==> images/final_congestion.png <==
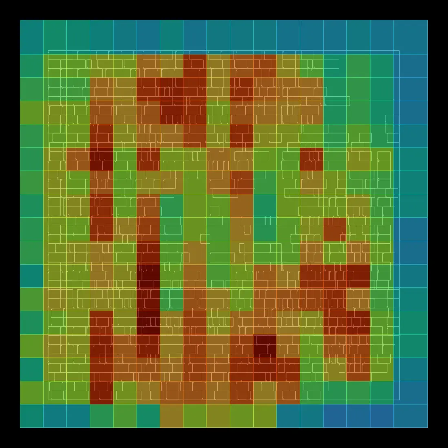
==> images/gate_families.png <==
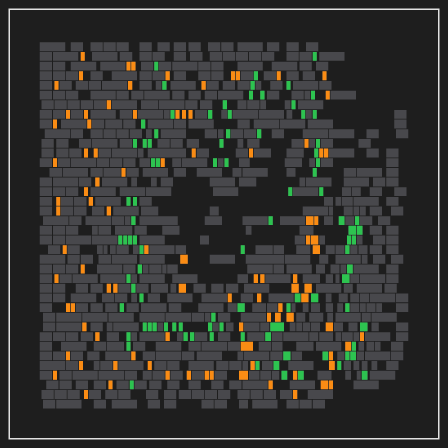
==> images/cell_classes.png <==
Bar = 20 um.
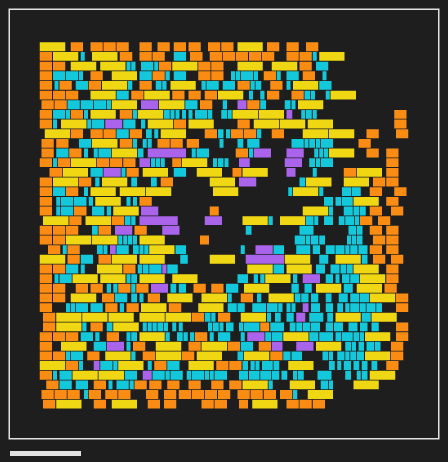
===== config.mk =====
export PLATFORM = sky130hd
export DESIGN_NAME = f_fetch_unit
export DESIGN_NICKNAME = d
export VERILOG_FILES = /design/src/rtl/f_fetch_unit_pkg.sv /design/src/rtl/f_fetch_unit_fd_reg.sv /design/src/rtl/f_fetch_unit.sv
export SDC_FILE = /design/constraint.sdc
export NUM_CORES = 1
export LEC_CHECK = 0
export ABC_AREA = 0
export CAP_MARGIN = 0
export CORE_MARGIN = 8
export CORE_UTILIZATION = 47
export CTS_BUF_LIST = sky130_fd_sc_hd__clkbuf_8
export DETAILED_ROUTE_END_ITERATION = 16
export PLACE_DENSITY = 0.89
export SLEW_MARGIN = 20
export SYNTH_ARGS = -nofsm -noshare
export SYNTH_HDL_FRONTEND = slang
export SYNTH_SLANG_ARGS = --single-unit

===== constraint.sdc =====
create_clock -name clk -period 4.4 [get_ports clk]
set_input_delay 0.88 -clock clk [delete_from_list [all_inputs] [get_ports clk]]
set_output_delay 0.88 -clock clk [all_outputs]
set_load 0.1 [all_outputs]

===== src/rtl/f_fetch_unit_pkg.sv =====
// Shared constants and types for the F-stage fetch unit.
// FETCH_EXC_EN enables the AdEL fetch-address check.
package f_fetch_unit_pkg;

  localparam logic [31:0] PC_INIT  = 32'h0000_3000;
  localparam logic [31:0] NOP      = 32'h0000_0000;
  localparam logic [4:0]  EXC_ADEL = 5'd4;
  localparam logic [4:0]  EXC_NONE = 5'd0;

  typedef enum logic {
    ST_BUBBLE = 1'b0,
    ST_VALID  = 1'b1
  } fd_state_e;

`ifdef FETCH_EXC_EN
  localparam logic [31:0] IM_BASE  = 32'h0000_3000;
  localparam logic [31:0] IM_LIMIT = 32'h0000_6FFC;

  function automatic logic adel_chk(input logic [31:0] pc);
    return (pc[1:0] != 2'b00) || (pc < IM_BASE) || (pc > IM_LIMIT);
  endfunction
`endif

endpackage


===== src/rtl/f_fetch_unit_fd_reg.sv =====
// F/D pipeline register {pc, instr, valid, exccode}.
// Exccode field exists only when FETCH_EXC_EN is defined.
module f_fetch_unit_fd_reg
  import f_fetch_unit_pkg::*;
(
  input  logic        clk,
  input  logic        reset,
  input  logic        stall,
  input  logic        flush,
  input  logic [31:0] in_pc,
  input  logic [31:0] in_instr,
  output logic [31:0] out_pc,
  output logic [31:0] out_instr,
  output logic        out_valid
`ifdef FETCH_EXC_EN
  ,
  input  logic [4:0]  in_exccode,
  output logic [4:0]  out_exccode
`endif
);

  fd_state_e   state_q, state_d;
  logic [31:0] pc_q, pc_d;
  logic [31:0] instr_q, instr_d;
`ifdef FETCH_EXC_EN
  logic [4:0]  exc_q, exc_d;
`endif

  always_comb begin
    state_d = state_q;
    pc_d    = pc_q;
    instr_d = instr_q;
`ifdef FETCH_EXC_EN
    exc_d   = exc_q;
`endif
    unique case (1'b1)
      flush: begin
        state_d = ST_BUBBLE;
        pc_d    = in_pc;
        instr_d = NOP;
`ifdef FETCH_EXC_EN
        exc_d   = EXC_NONE;
`endif
      end
      (!flush && !stall): begin
        state_d = ST_VALID;
        pc_d    = in_pc;
        instr_d = in_instr;
`ifdef FETCH_EXC_EN
        exc_d   = in_exccode;
`endif
      end
      default: ;
    endcase
  end

  always_ff @(posedge clk) begin
    if (reset) begin
      state_q <= ST_BUBBLE;
      pc_q    <= 32'h0;
      instr_q <= NOP;
`ifdef FETCH_EXC_EN
      exc_q   <= EXC_NONE;
`endif
    end else begin
      state_q <= state_d;
      pc_q    <= pc_d;
      instr_q <= instr_d;
`ifdef FETCH_EXC_EN
      exc_q   <= exc_d;
`endif
    end
  end

  assign out_pc    = pc_q;
  assign out_instr = instr_q;
  assign out_valid = (state_q == ST_VALID);
`ifdef FETCH_EXC_EN
  assign out_exccode = exc_q;
`endif

endmodule


===== src/rtl/f_fetch_unit.sv =====
// F-stage: fetch PC register, fetch counter and F/D register.
// Define FETCH_EXC_EN for AdEL address checking and D_exccode.
module f_fetch_unit
  import f_fetch_unit_pkg::*;
(
  input  logic        clk,
  input  logic        reset,
  input  logic        stall,
  input  logic        flush,
  input  logic [31:0] npc,
  output logic [31:0] F_pc,
  output logic [31:0] i_inst_addr,
  input  logic [31:0] i_inst_rdata,
  output logic [31:0] D_pc,
  output logic [31:0] D_instr,
  output logic        D_valid,
  output logic [31:0] fetch_cnt
`ifdef FETCH_EXC_EN
  ,
  output logic [4:0]  D_exccode
`endif
);

  logic [31:0] pc_q, pc_d;
  logic [31:0] cnt_q, cnt_d;
  logic [31:0] f_instr;

  always_comb begin
    pc_d  = pc_q;
    cnt_d = cnt_q;
    if (!stall) pc_d = npc;
    if (!stall && !flush) cnt_d = cnt_q + 32'd1;
  end

  always_ff @(posedge clk) begin
    if (reset) begin
      pc_q  <= PC_INIT;
      cnt_q <= 32'h0;
    end else begin
      pc_q  <= pc_d;
      cnt_q <= cnt_d;
    end
  end

`ifdef FETCH_EXC_EN
  logic       adel;
  logic [4:0] f_exc;

  // A faulting fetch enters decode as a valid nop carrying AdEL.
  assign adel    = adel_chk(pc_q);
  assign f_instr = adel ? NOP : i_inst_rdata;
  assign f_exc   = adel ? EXC_ADEL : EXC_NONE;
`else
  assign f_instr = i_inst_rdata;
`endif

  f_fetch_unit_fd_reg u_fd_reg (
    .clk         (clk),
    .reset       (reset),
    .stall       (stall),
    .flush       (flush),
    .in_pc       (pc_q),
    .in_instr    (f_instr),
    .out_pc      (D_pc),
    .out_instr   (D_instr),
    .out_valid   (D_valid)
`ifdef FETCH_EXC_EN
    ,
    .in_exccode  (f_exc),
    .out_exccode (D_exccode)
`endif
  );

  assign F_pc        = pc_q;
  assign i_inst_addr = pc_q;
  assign fetch_cnt   = cnt_q;

endmodule


==> flow_summary.json <==
{
  "tightest_slew_ns": 1.10,
  "synth-seq-cells": 129,
  "switching_share_pct": 34.9,
  "status": "finished clean",
  "dr.max_layer_used": "met4",
  "dr_wl_met2_um": 8420,
  "maxCapViolations": 0,
  "worst_path_max_delay_cell": "clkdlybuf4s50_1",
  "post_cts_buffers": 0,
  "dp_slack_ns": 1.25,
  "wl_met1_um": 5840,
  "synthTopLogicFamily": "simple AND/OR/NAND/NOR gates",
  "power.density_mw_per_mm2": 392,
  "ys_sh_adder_pct": 0.244,
  "topCellsByArea": "dfxtp_1, mux2i_1, nor2_1",
  "cp.required_ns": 3.52,
  "cts.clk_slew.worst_paths_ns": 0.07,
  "syn_to_final_growth_pct": 48.8,
  "clock_latency_ns": 0.42,
  "comb_power_share_pct": 24.1,
  "syn_area_mm2": 0.00513,
  "setup_viol": 0,
  "critPathTopFamily": "buffers and inverters",
  "grt_max_degree": 58,
  "critPathLaunch": "F_pc[12]$_SDFFE_PP1N_",
  "layout.cells.non_filler": 902,
  "diodes": 0,
  "grt_setup_unrepaired": "false",
  "arrival_ns": 2.13,
  "critPathMaxStageDelay_ns": 1.21,
  "cp_max_fo": 4,
  "cts_sinks": 129,
  "overflow": 0,
  "slew_headroom_pct": 26.4,
  "syn_nets": 633,
  "simple_gate_area_share_pct": 19.5,
  "place_congestion": 0.808,
  "yosysTopAreaCellShare_pct": 50.3,
  "pwr-share-seq_pct": 41.6,
  "synth_cell_types": 35,
  "clock_tree.buffer_depth": 2,
  "clockRootBuffer": "clkbuf_8",
  "hp-start": "u_fd_reg.out_pc[30]$_SDFFE_PP0P_",
  "ctsHoldBuffers": 0,
  "cp-end-kind": "output pin",
  "via_count": 4746,
  "flop_cell": "dfxtp_1",
  "htree_levels": 4,
  "cts_tree": "built",
  "dr.pass1.iters": 5,
  "netlist.top_cell.by_area": "dfxtp_1",
  "finClkSkew_ns": 0.00877,
  "final_max_slew_viol_count": 0,
  "dp_hpwl_um": 12200,
  "post-route-period-util_pct": 68.4,
  "hp-class": "register to register",
  "warnings": 26
}
## Picture notes: final_congestion.png
busiest layer in global routing: met2
Util after Layout: 71.1%
met2 Track Usage GR: 39.5%

## Picture notes: gate_families.png
legend:
  green:
    family: NAND gates
    cells: 93
    most_used: nand2_1
  orange:
    family: NOR gates
    cells: 94
    most_used: nor2_1

## Picture notes: cell_classes.png
legend:
  purple:
    class: clock drivers and dummy loads
    cells: 32
    share_of_their_area: 5.4%
  yellow:
    class: flip-flops
    cells: 129
    share_of_their_area: 35%
  cyan:
    class: all other logic
    cells: 369
    share_of_their_area: 29%
  orange:
    class: other buffers and delay cells
    cells: 232
    share_of_their_area: 31%

-- cells by family (layout without fill, tap and decap cells) --
kind of cell,count (synthesis),count (layout)
and+or+nand+nor,217,217
buffers and inverters,71,269
muxes,66,66
DFF,129,129
adders and majority gates,1,1
AOI/OAI and AO/OA,69,69
xor gates and xnor gates,11,11
-- layout make-up --
cell class                      count  area, um^2  share of cell area [%]
Sequential cell                   129        2580                    33.8
Tap cell                          140         175                    2.29
Inverter                            5        18.8                   0.246
Clock inverter                     15         170                    2.23
Multi-Input combinational cell    364        2150                    28.2
Timing Repair Buffer              232        2310                    30.2
Clock buffer                       17         234                    3.06
-- layer usage --
metal / vias to the layer above / GRT usage, %
met5: - / 0
met4: 0 / 8.12
met3: 22 / 10.1
met2: 224 / 39.5
met1: 2247 / 22.0
li1: 2253 / -
-- per-stage QoR --
stage               instance area (um^2)  hold WS, ns
floorplan                           5130        0.880
global placement                    7240        0.437
detailed placement                  7240        0.442
CTS                                 7640        0.453
global route                        7640        0.481
finish                              7640        0.450
-- power groups by stage --
stage / registers, mW / clock network (mW) / logic (mW)
after CTS: 1.24 / 1.04 / 0.726
after floorplan: 1.56 / 0 / 0.252
final: 1.24 / 1.03 / 0.723
after global placement: 1.27 / 0 / 0.716
after detailed placement: 1.27 / 0 / 0.724
after global routing: 1.25 / 1.10 / 0.746
-- path summary, 6_finish.rpt --
check | to
worst max register to register | fetch_cnt[20]$_SDFFE_PP0N_
worst min register to register | u_fd_reg.out_pc[30]$_SDFFE_PP0P_
worst max-delay path | F_pc[12]
worst min-delay path | u_fd_reg.out_pc[30]$_SDFFE_PP0P_
-- registers in the layout, summed over array words and instances, names as in the netlist --
signal,cells
F_pc,32
fetch_cnt,32
u_fd_reg.out_instr,32
u_fd_reg.out_pc,32
u_fd_reg.out_valid,1
-- layout by cell type, fill, tap and decap left out, drive strengths merged, types with 2 or more instances in the layout --
| cell | netlist | layout |
|---|---|---|
| nor2b | 6 | 6 |
| buf | 38 | 6 |
| clkdlybuf4s50 | 0 | 226 |
| or4 | 16 | 16 |
| nor4 | 5 | 5 |
| mux2 | 4 | 4 |
| xor2 | 4 | 4 |
| o31ai | 10 | 10 |
| clkinvlp | 0 | 4 |
| nand4 | 5 | 5 |
| nand2 | 75 | 75 |
| o21ai | 7 | 7 |
| dfxtp | 129 | 129 |
| a21oi | 50 | 50 |
| nand3 | 11 | 11 |
| clkbuf | 28 | 17 |
| mux2i | 62 | 62 |
| xnor2 | 7 | 7 |
| inv | 5 | 6 |
| clkinv | 0 | 7 |
| a211o | 2 | 2 |
| or3 | 7 | 7 |
| and3 | 3 | 3 |
| nor3 | 3 | 3 |
| nor2 | 78 | 78 |
| bufinv | 0 | 3 |
-- worst min-delay path: stages, from the launching register on --
cell	delay, ns
dfxtp_1	0.31
nand2_1	0.05
a21oi_1	0.05
Power is estimated from default activity; no workload was simulated.
